==> run_1/final_placement.png <==
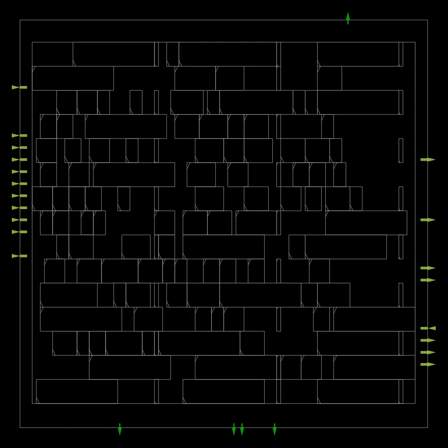
==> run_1/metal_stack.png <==
Drawn at 8 px/um. Only two layers are drawn.
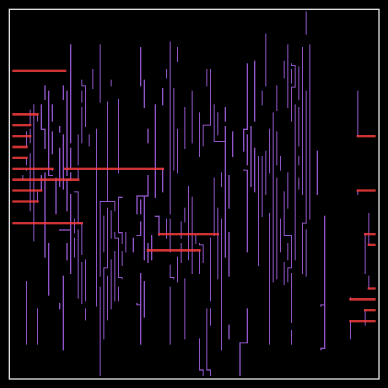
==> run_1/gate_families.png <==
Drawn at 8 px/um.
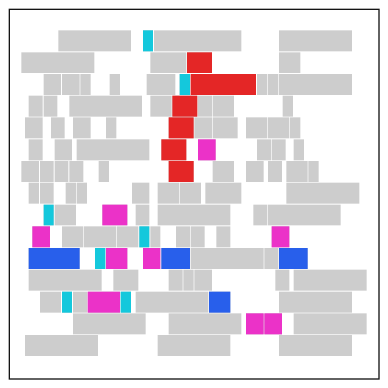
$ cat config.mk
export PLATFORM = sky130hd
export DESIGN_NAME = loop_iter_scheduler
export DESIGN_NICKNAME = d
export VERILOG_FILES = /design/src/rtl/loop_sched_pkg.sv /design/src/rtl/loop_iter_scheduler_rr_arbiter.sv /design/src/rtl/loop_iter_scheduler.sv
export SDC_FILE = /design/constraint.sdc
export NUM_CORES = 1
export LEC_CHECK = 0
export CAP_MARGIN = 5
export CORE_UTILIZATION = 55
export CTS_BUF_LIST = sky130_fd_sc_hd__clkbuf_4 sky130_fd_sc_hd__clkbuf_8 sky130_fd_sc_hd__clkbuf_16
export CTS_CLUSTER_SIZE = 30
export DETAILED_ROUTE_END_ITERATION = 12
export DONT_BUFFER_PORTS = 1
export GPL_TIMING_DRIVEN = 0
export PLACE_DENSITY = 0.7
export SYNTH_ARGS = -nofsm -noshare
export SYNTH_HDL_FRONTEND = slang
export SYNTH_SLANG_ARGS = --single-unit
$ cat constraint.sdc
create_clock -name clk -period 3.6 [get_ports clk]
set_input_delay 0.72 -clock clk [delete_from_list [all_inputs] [get_ports clk]]
set_output_delay 0.72 -clock clk [all_outputs]
set_load 0.005 [all_outputs]
$ cat src/rtl/loop_sched_pkg.sv
// Shared types and defaults for the loop iteration scheduler.
//   loop_state_e  : engine FSM states (idle, running indices, finishing)
//   IDX_W_DEFAULT : default index/limit width, matches loop_if.index
package loop_sched_pkg;

    typedef enum logic [1:0] {
        S_IDLE = 2'd0,
        S_RUN  = 2'd1,
        S_FIN  = 2'd2
    } loop_state_e;

    localparam int IDX_W_DEFAULT = 4;

endpackage : loop_sched_pkg

$ cat src/rtl/loop_iter_scheduler_rr_arbiter.sv
// Round-robin arbiter, purely combinational.
// The search starts at ptr_i and wraps, so the requester at the pointer has
// the highest priority and the one just before it the lowest.
//   req_i     : request vector
//   ptr_i     : index of the highest-priority requester
//   gnt_o     : one-hot grant (all zero when nothing is requested)
//   gnt_idx_o : binary index of the granted requester
//   any_o     : at least one request present
module rr_arbiter #(
    parameter int NREQ  = 2,
    parameter int PTR_W = (NREQ > 1) ? $clog2(NREQ) : 1
) (
    input  logic [NREQ-1:0]  req_i,
    input  logic [PTR_W-1:0] ptr_i,
    output logic [NREQ-1:0]  gnt_o,
    output logic [PTR_W-1:0] gnt_idx_o,
    output logic             any_o
);

    logic [PTR_W-1:0] cand_s;
    logic             found_s;

    // Walk the requesters starting at the pointer; first set request wins.
    always_comb begin
        gnt_o     = '0;
        gnt_idx_o = '0;
        found_s   = 1'b0;
        cand_s    = '0;
        for (int i = 0; i < NREQ; i++) begin
            cand_s = PTR_W'((int'(ptr_i) + i) % NREQ);
            if (!found_s && req_i[cand_s]) begin
                found_s        = 1'b1;
                gnt_o[cand_s]  = 1'b1;
                gnt_idx_o      = cand_s;
            end else begin
                found_s = found_s;
            end
        end
        any_o = found_s;
    end

endmodule : rr_arbiter

$ cat src/rtl/loop_iter_scheduler.sv
// Loop iteration scheduler: shares one index-sweep engine between NREQ
// requesters. A granted job of limit L presents lif_index 0..L-1 on L
// consecutive cycles, then lif_done pulses for one cycle with done_id naming
// the job owner. All outputs are registered.
//   clk, rst_n : clock, asynchronous active-low reset
//   req        : per-requester level request, held until ack
//   req_limit  : per-requester iteration limit, captured on grant
//   ack        : one-hot 1-cycle pulse, job accepted
//   busy       : engine stepping indices
//   owner      : one-hot owner of the current job, 0 when idle
//   lif_index  : loop_if.index
//   lif_done   : loop_if.done, 1-cycle pulse at job end
//   done_id    : one-hot owner of the finished job while lif_done=1
//
// Cycle view for a job acked in cycle T with limit L:
//   T..T+L-1 : RUN, index 0..L-1, busy=1
//   T+L      : FIN, index holds, owner still valid, busy=0
//   T+L+1    : IDLE, lif_done/done_id pulse, index still holds
// With L=0 the engine goes straight to FIN in cycle T, so done follows ack by
// one cycle with index 0.
module loop_iter_scheduler
    import loop_sched_pkg::*;
#(
    parameter int NREQ  = 2,
    parameter int IDX_W = IDX_W_DEFAULT,
    parameter int GAP   = 1
) (
    input  logic                    clk,
    input  logic                    rst_n,
    input  logic [NREQ-1:0]         req,
    input  logic [NREQ*IDX_W-1:0]   req_limit,
    output logic [NREQ-1:0]         ack,
    output logic                    busy,
    output logic [NREQ-1:0]         owner,
    output logic [IDX_W-1:0]        lif_index,
    output logic                    lif_done,
    output logic [NREQ-1:0]         done_id
);

    localparam int PTR_W = (NREQ > 1) ? $clog2(NREQ) : 1;

    loop_state_e      state_q,     state_d;
    logic [IDX_W-1:0] limit_q,     limit_d;
    logic [IDX_W-1:0] index_q,     index_d;
    logic [PTR_W-1:0] ptr_q,       ptr_d;
    logic [NREQ-1:0]  owner_q,     owner_d;
    logic [PTR_W-1:0] owner_idx_q, owner_idx_d;
    logic [NREQ-1:0]  ack_q,       ack_d;
    logic             busy_q,      busy_d;
    logic             done_q,      done_d;
    logic [NREQ-1:0]  done_id_q,   done_id_d;

    logic [IDX_W-1:0] lim_arr_s [NREQ];
    logic [IDX_W-1:0] sel_limit_s;
    logic [NREQ-1:0]  gnt_s;
    logic [PTR_W-1:0] gnt_idx_s;
    logic             any_s;
    logic [PTR_W-1:0] ptr_fin_s;
    logic [PTR_W-1:0] arb_ptr_s;
    logic             take_s;

    // Split the flat limit bus into per-requester slices.
    for (genvar g = 0; g < NREQ; g++) begin : g_lim
        assign lim_arr_s[g] = req_limit[g*IDX_W +: IDX_W];
    end

    assign sel_limit_s = lim_arr_s[gnt_idx_s];

    // Pointer value after the current owner, wrapping at NREQ.
    assign ptr_fin_s = (owner_idx_q == PTR_W'(NREQ - 1)) ? '0
                                                           : owner_idx_q + PTR_W'(1);

    // In FIN the pointer register has not moved yet, so a same-cycle grant
    // (GAP=0) must already use the advanced pointer to stay fair.
    assign arb_ptr_s = (state_q == S_FIN) ? ptr_fin_s : ptr_q;

    rr_arbiter #(
        .NREQ  (NREQ),
        .PTR_W (PTR_W)
    ) u_arb (
        .req_i     (req),
        .ptr_i     (arb_ptr_s),
        .gnt_o     (gnt_s),
        .gnt_idx_o (gnt_idx_s),
        .any_o     (any_s)
    );

    // Next-state and next-output logic of the engine FSM.
    always_comb begin
        state_d     = state_q;
        limit_d     = limit_q;
        index_d     = index_q;
        ptr_d       = ptr_q;
        owner_d     = owner_q;
        owner_idx_d = owner_idx_q;
        ack_d       = '0;
        done_d      = 1'b0;
        done_id_d   = '0;
        take_s      = 1'b0;

        case (state_q)
            S_IDLE: begin
                index_d = '0;
                owner_d = '0;
                take_s  = any_s;
            end
            S_RUN: begin
                // Captured limit only; a live req_limit change has no effect.
                if (index_q == limit_q - IDX_W'(1)) begin
                    state_d = S_FIN;
                end else begin
                    index_d = index_q + IDX_W'(1);
                end
            end
            S_FIN: begin
                // Index holds so lif_done is seen alongside the last index.
                done_d    = 1'b1;
                done_id_d = owner_q;
                ptr_d     = ptr_fin_s;
                owner_d   = '0;
                state_d   = S_IDLE;
                if ((GAP == 0) && any_s) begin
                    take_s = 1'b1;
                end else begin
                    take_s = 1'b0;
                end
            end
            default: begin
                state_d = S_IDLE;
                index_d = '0;
                owner_d = '0;
            end
        endcase

        if (take_s) begin
            ack_d       = gnt_s;
            owner_d     = gnt_s;
            owner_idx_d = gnt_idx_s;
            limit_d     = sel_limit_s;
            index_d     = '0;
            if (sel_limit_s == '0) begin
                state_d = S_FIN;
            end else begin
                state_d = S_RUN;
            end
        end else begin
            ack_d = '0;
        end

        busy_d = (state_d == S_RUN);
    end

    // State and registered outputs; reset clears everything including the pointer.
    always_ff @(posedge clk or negedge rst_n) begin
        if (!rst_n) begin
            state_q     <= S_IDLE;
            limit_q     <= '0;
            index_q     <= '0;
            ptr_q       <= '0;
            owner_q     <= '0;
            owner_idx_q <= '0;
            ack_q       <= '0;
            busy_q      <= 1'b0;
            done_q      <= 1'b0;
            done_id_q   <= '0;
        end else begin
            state_q     <= state_d;
            limit_q     <= limit_d;
            index_q     <= index_d;
            ptr_q       <= ptr_d;
            owner_q     <= owner_d;
            owner_idx_q <= owner_idx_d;
            ack_q       <= ack_d;
            busy_q      <= busy_d;
            done_q      <= done_d;
            done_id_q   <= done_id_d;
        end
    end

    assign ack       = ack_q;
    assign busy      = busy_q;
    assign owner     = owner_q;
    assign lif_index = index_q;
    assign lif_done  = done_q;
    assign done_id   = done_id_q;

endmodule : loop_iter_scheduler

==> impl_metrics.json, run 1 <==
{
  "num_vias": 830,
  "critPathKind": "reg -> reg",
  "grt_setup_unrepaired": "no",
  "async_flop_share_pct": 100,
  "peakVddDrop_v": 0.000420,
  "via_per_inst": 6.06,
  "worstMarginPinSlew_ns": 0.552,
  "port_buffers": 0,
  "hold_viol": 0,
  "busiest_layer": "met2",
  "dr.pass1.iters": 4,
  "fin_crit_ns": 1.91,
  "power_switching_w": 0.000427,
  "worstReg2RegStart": "limit_q[0]",
  "final_max_slew_viol_count": 0,
  "critPathCapture": "lif_index[0]",
  "run_status": "complete, no violations",
  "intPower_w": 0.000625,
  "yosys_warnings": 0,
  "post_cts_buffers": 0,
  "combPwrFrac_pct": 44.2,
  "worst-r2r-setup-slack_ns": 1.69,
  "yosysSeqAreaShare_pct": 46.9,
  "critPathBufInv": 1,
  "area_leaders": "dfrtp_1 (47%), o21ai_0 (5.2%), o211ai_1 (3.5%)",
  "postLayoutCellArea_um2": 1150,
  "setup_ws_ns": 1.69,
  "crit_chain": "inv_1 -> ha_1 -> xor2_1 -> nand3_1 -> or3_1 -> a32o_1",
  "setup_viol": 0,
  "crit_slowest_cell": "dfrtp_1",
  "p_clk_w": 0.000182,
  "ys_ff": 20,
  "gp_congestion": 0.762,
  "pre_cts_ws_ns": 1.53,
  "simple_gate_area_share_pct": 18.3,
  "syn-cell-area_um2": 1070,
  "synthMuxAreaShare_pct": 0,
  "p_per_area_nw_per_um2": 915,
  "fin_skew_ns": 0.00317,
  "final.setup.tns_ns": 0,
  "r2r_cells": 6,
  "yosysMostFrequentCell": "dfrtp_1",
  "startpoint": "limit_q[0]"
}
## Picture notes: final_placement.png
sequential cell area share: 43.5%
flop count: 20
CORE AREA: 1760 um2
Tapcells: 25
final std cells w/o fill: 137

## Picture notes: metal_stack.png
purple -> met2  # wire length 998 um
red -> met3  # wire length 84.4 um

## Picture notes: gate_families.png
red -> XOR/XNOR gates  # cells 6
cyan -> inverters  # cells 7
magenta -> AND and OR gates  # cells 9
blue -> AND-OR and OR-AND gates  # cells 4
logic share of the area: 46.1%
most instantiated logic cell after routing: dfrtp_1

[run 1: stage by stage]
stage / hold WS (ns) / cells / utilization, %
3_3_place_gp: 0.425 / 133 / 62.2
5_1_grt: 0.0691 / 137 / 65.2
2_1_floorplan: 0.424 / 108 / -
6_report: 0.100 / 137 / 65.2
3_5_place_dp: 0.425 / 133 / 62.2
4_1_cts: 0.0924 / 137 / 65.2
[run 1: metal layers]
layer / up-vias / part of all wire (%)
li1: 405 / -
met1: 398 / 46
met2: 25 / 49
met3: 2 / 4.1
met4: 0 / 0.59
met5: - / 0
[run 1: cell type report]
class                   count  share of cell area [%]
multi-input cells          79                    46.1
flip-flops and latches     20                    43.5
clock inverters             1                    2.61
inverters                   7                    2.29
plain buffers               2                   0.762
well taps                  25                    2.72
clock buffers               3                    1.96
==> run_1/wire_density.png <==
Drawn at 6 px/um. The die is cut into 9 by 9 equal tiles; dark purple is low, yellow is high, scaled to the fullest tile. Values are wire area over tile area, all layers added.
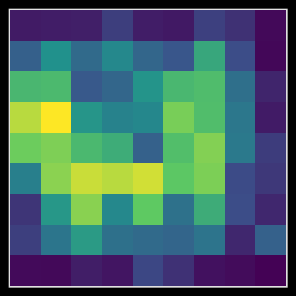

--- run 2 (diff from run 1) ---
clock period = 1.83 ns   (was 3.6 ns; I/O delays follow)
==> run_2/wire_density.png <==
Drawn at 6 px/um. The die is cut into 9 by 9 equal tiles; dark purple is low, yellow is high, scaled to the fullest tile. Values are wire area over tile area, all layers added.
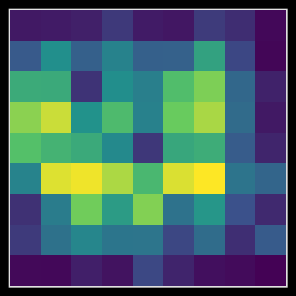
fullest tile = 0.41
mean over tiles = 0.16
nearly empty tiles = 2.5%

==> impl_metrics.json, run 2 <==
{
  "run_status": "complete, no violations",
  "lay_top_count": "dfrtp_1",
  "startpoint": "limit_q[1]",
  "synthMuxAreaShare_pct": 0,
  "intPower_w": 0.00129,
  "final_max_slew_viol_count": 0,
  "top_layer": "met4",
  "p_clk_w": 0.000358,
  "crit_chain": "inv_1 -> ha_1 -> xor2_2 -> nand3_2 -> or3_1 -> a32o_1",
  "dr.pass1.iters": 4,
  "gp_congestion": 0.762,
  "async_flop_share_pct": 100,
  "p_per_area_nw_per_um2": 1830,
  "hold_ws_ns": 0.224,
  "fin_skew_ns": 0.00382,
  "setup_ws_ns": 0.0424,
  "critPathCapture": "lif_index[0]",
  "grt_setup_unrepaired": "yes",
  "via_per_inst": 6.06,
  "area_leaders": "dfrtp_1 (47%), o21ai_0 (5.2%), o211ai_1 (3.5%)",
  "yosys_warnings": 0,
  "critPathKind": "reg -> reg",
  "ys_ff": 20,
  "pre_cts_ws_ns": -0.0738,
  "yosysSeqAreaShare_pct": 46.9,
  "setup_viol": 0,
  "worstReg2RegStart": "limit_q[1]",
  "wl_met2_um": 1040,
  "critPathBufInv": 1,
  "instances_no_fill": 141,
  "core_area_um2": 1760,
  "fin_crit_ns": 1.79,
  "postLayoutCellArea_um2": 1190,
  "crit_slowest_cell": "dfrtp_1",
  "wl_met3_um": 129,
  "syn-cell-area_um2": 1070
}
run 2: cell count changes in the layout (fill, tap and decap cells not counted), sizes merged:
cell | previous run | this run
buf | 1 | 4
dlygate4sd3 | 0 | 1
run 2: layout make-up:
cell class	count	share of cell area [%]
multi-input combinational	79	45.4
buffer	2	0.733
timing repair buffer	4	2.72
clock buffer	3	1.88
inverter	7	2.20
clock inverter	1	2.51
tap	25	2.62
sequential	20	41.9
run 2: cell families (layout without fill, tap and decap cells):
logic type,after synthesis,after routing
AND-OR/OR-AND,35,35
buffers and inverters,9,17
XOR/XNOR,6,6
AND/OR/NAND/NOR,36,36
flip-flops,20,20
adder cells (fa/ha/maj),2,2
run 2: timing repair:
action	4_1_cts	5_1_grt
resized	1	2
setup endpoints to repair	1	2
hold buffers	1	0
setup buffers	1	2
endpoints found under the hold margin	20	0
--- run 3 (diff from run 2) ---
ABC_CLOCK_PERIOD_IN_PS = 1830   (was not set)
==> run_3/gate_families.png <==
Drawn at 8 px/um.
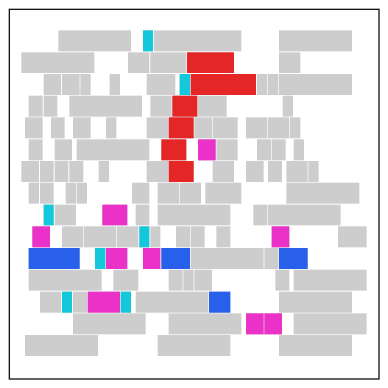
final std cells w/o fill: 141
logic share of the area: 45.4%

==> impl_metrics.json, run 3 <==
{
  "run_status": "complete, no violations",
  "power_switching_w": 0.000895,
  "clkbuf_count": 3,
  "peakVddDrop_v": 0.000836,
  "critPathKind": "reg -> reg",
  "p_per_area_nw_per_um2": 1830,
  "syn-cell-area_um2": 1070,
  "critPathBufInv": 1,
  "synthMuxAreaShare_pct": 0,
  "bufAreaShareNonClock_pct": 3.46,
  "yosys_warnings": 0,
  "crit_chain": "inv_1 -> ha_1 -> xor2_2 -> nand3_2 -> or3_1 -> a32o_1",
  "ys_ff": 20,
  "hold_ws_ns": 0.224,
  "final.setup.tns_ns": 0,
  "comb_cells": 79,
  "seq_area_share_pct": 41.9,
  "final_max_slew_viol_count": 0,
  "pre_cts_ws_ns": -0.0738,
  "worstMarginPinSlew_ns": 0.873,
  "n_sequential_cell": 20,
  "fin_crit_ns": 1.79,
  "crit_slowest_cell": "dfrtp_1",
  "area_leaders": "dfrtp_1 (47%), o21ai_0 (5.2%), o211ai_1 (3.5%)",
  "simple_gate_area_share_pct": 18.3,
  "via_per_inst": 6.06,
  "dr.pass1.iters": 4,
  "yosysSeqAreaShare_pct": 46.9,
  "top_layer": "met4",
  "setup_ws_ns": 0.0424,
  "taps": 25,
  "core_area_um2": 1760,
  "wl_met3_um": 129,
  "busiest_layer": "met2",
  "lay_top_count": "dfrtp_1",
  "setup_viol": 0,
  "combPwrFrac_pct": 47.3,
  "grt_setup_unrepaired": "yes",
  "yosysMostFrequentCell": "dfrtp_1",
  "dpl.cell_count": 133,
  "intPower_w": 0.00129
}
[run 3: cell counts in the layout (fill, tap and decap cells not counted)]
No cell type changed its count.
[run 3: worst paths after layout]
| kind | startpoint | end | slack, ns | depth (start not counted) |
|---|---|---|---|---|
| min reg2reg | ptr_q | ack[0] | 0.52 | 1 |
| max | limit_q[1] | lif_index[0] | 0.04 | 6 |
| max in group asynchronous | rst_n | owner_idx_q | 0.68 | 1 |
| max reg2reg | limit_q[1] | lif_index[0] | 0.04 | 6 |
| min | req_limit[3] | limit_q[3] | 0.22 | 2 |
| min in group asynchronous | rst_n | lif_index[3] | 0.62 | 1 |
[run 3: timing repair]
action | 4_1_cts | 5_1_grt
gates resized | 1 | 2
buffers inserted | 1 | 2
hold buffers | 1 | 0
setup endpoints to repair | 1 | 2
hold endpoints to repair | 20 | 0
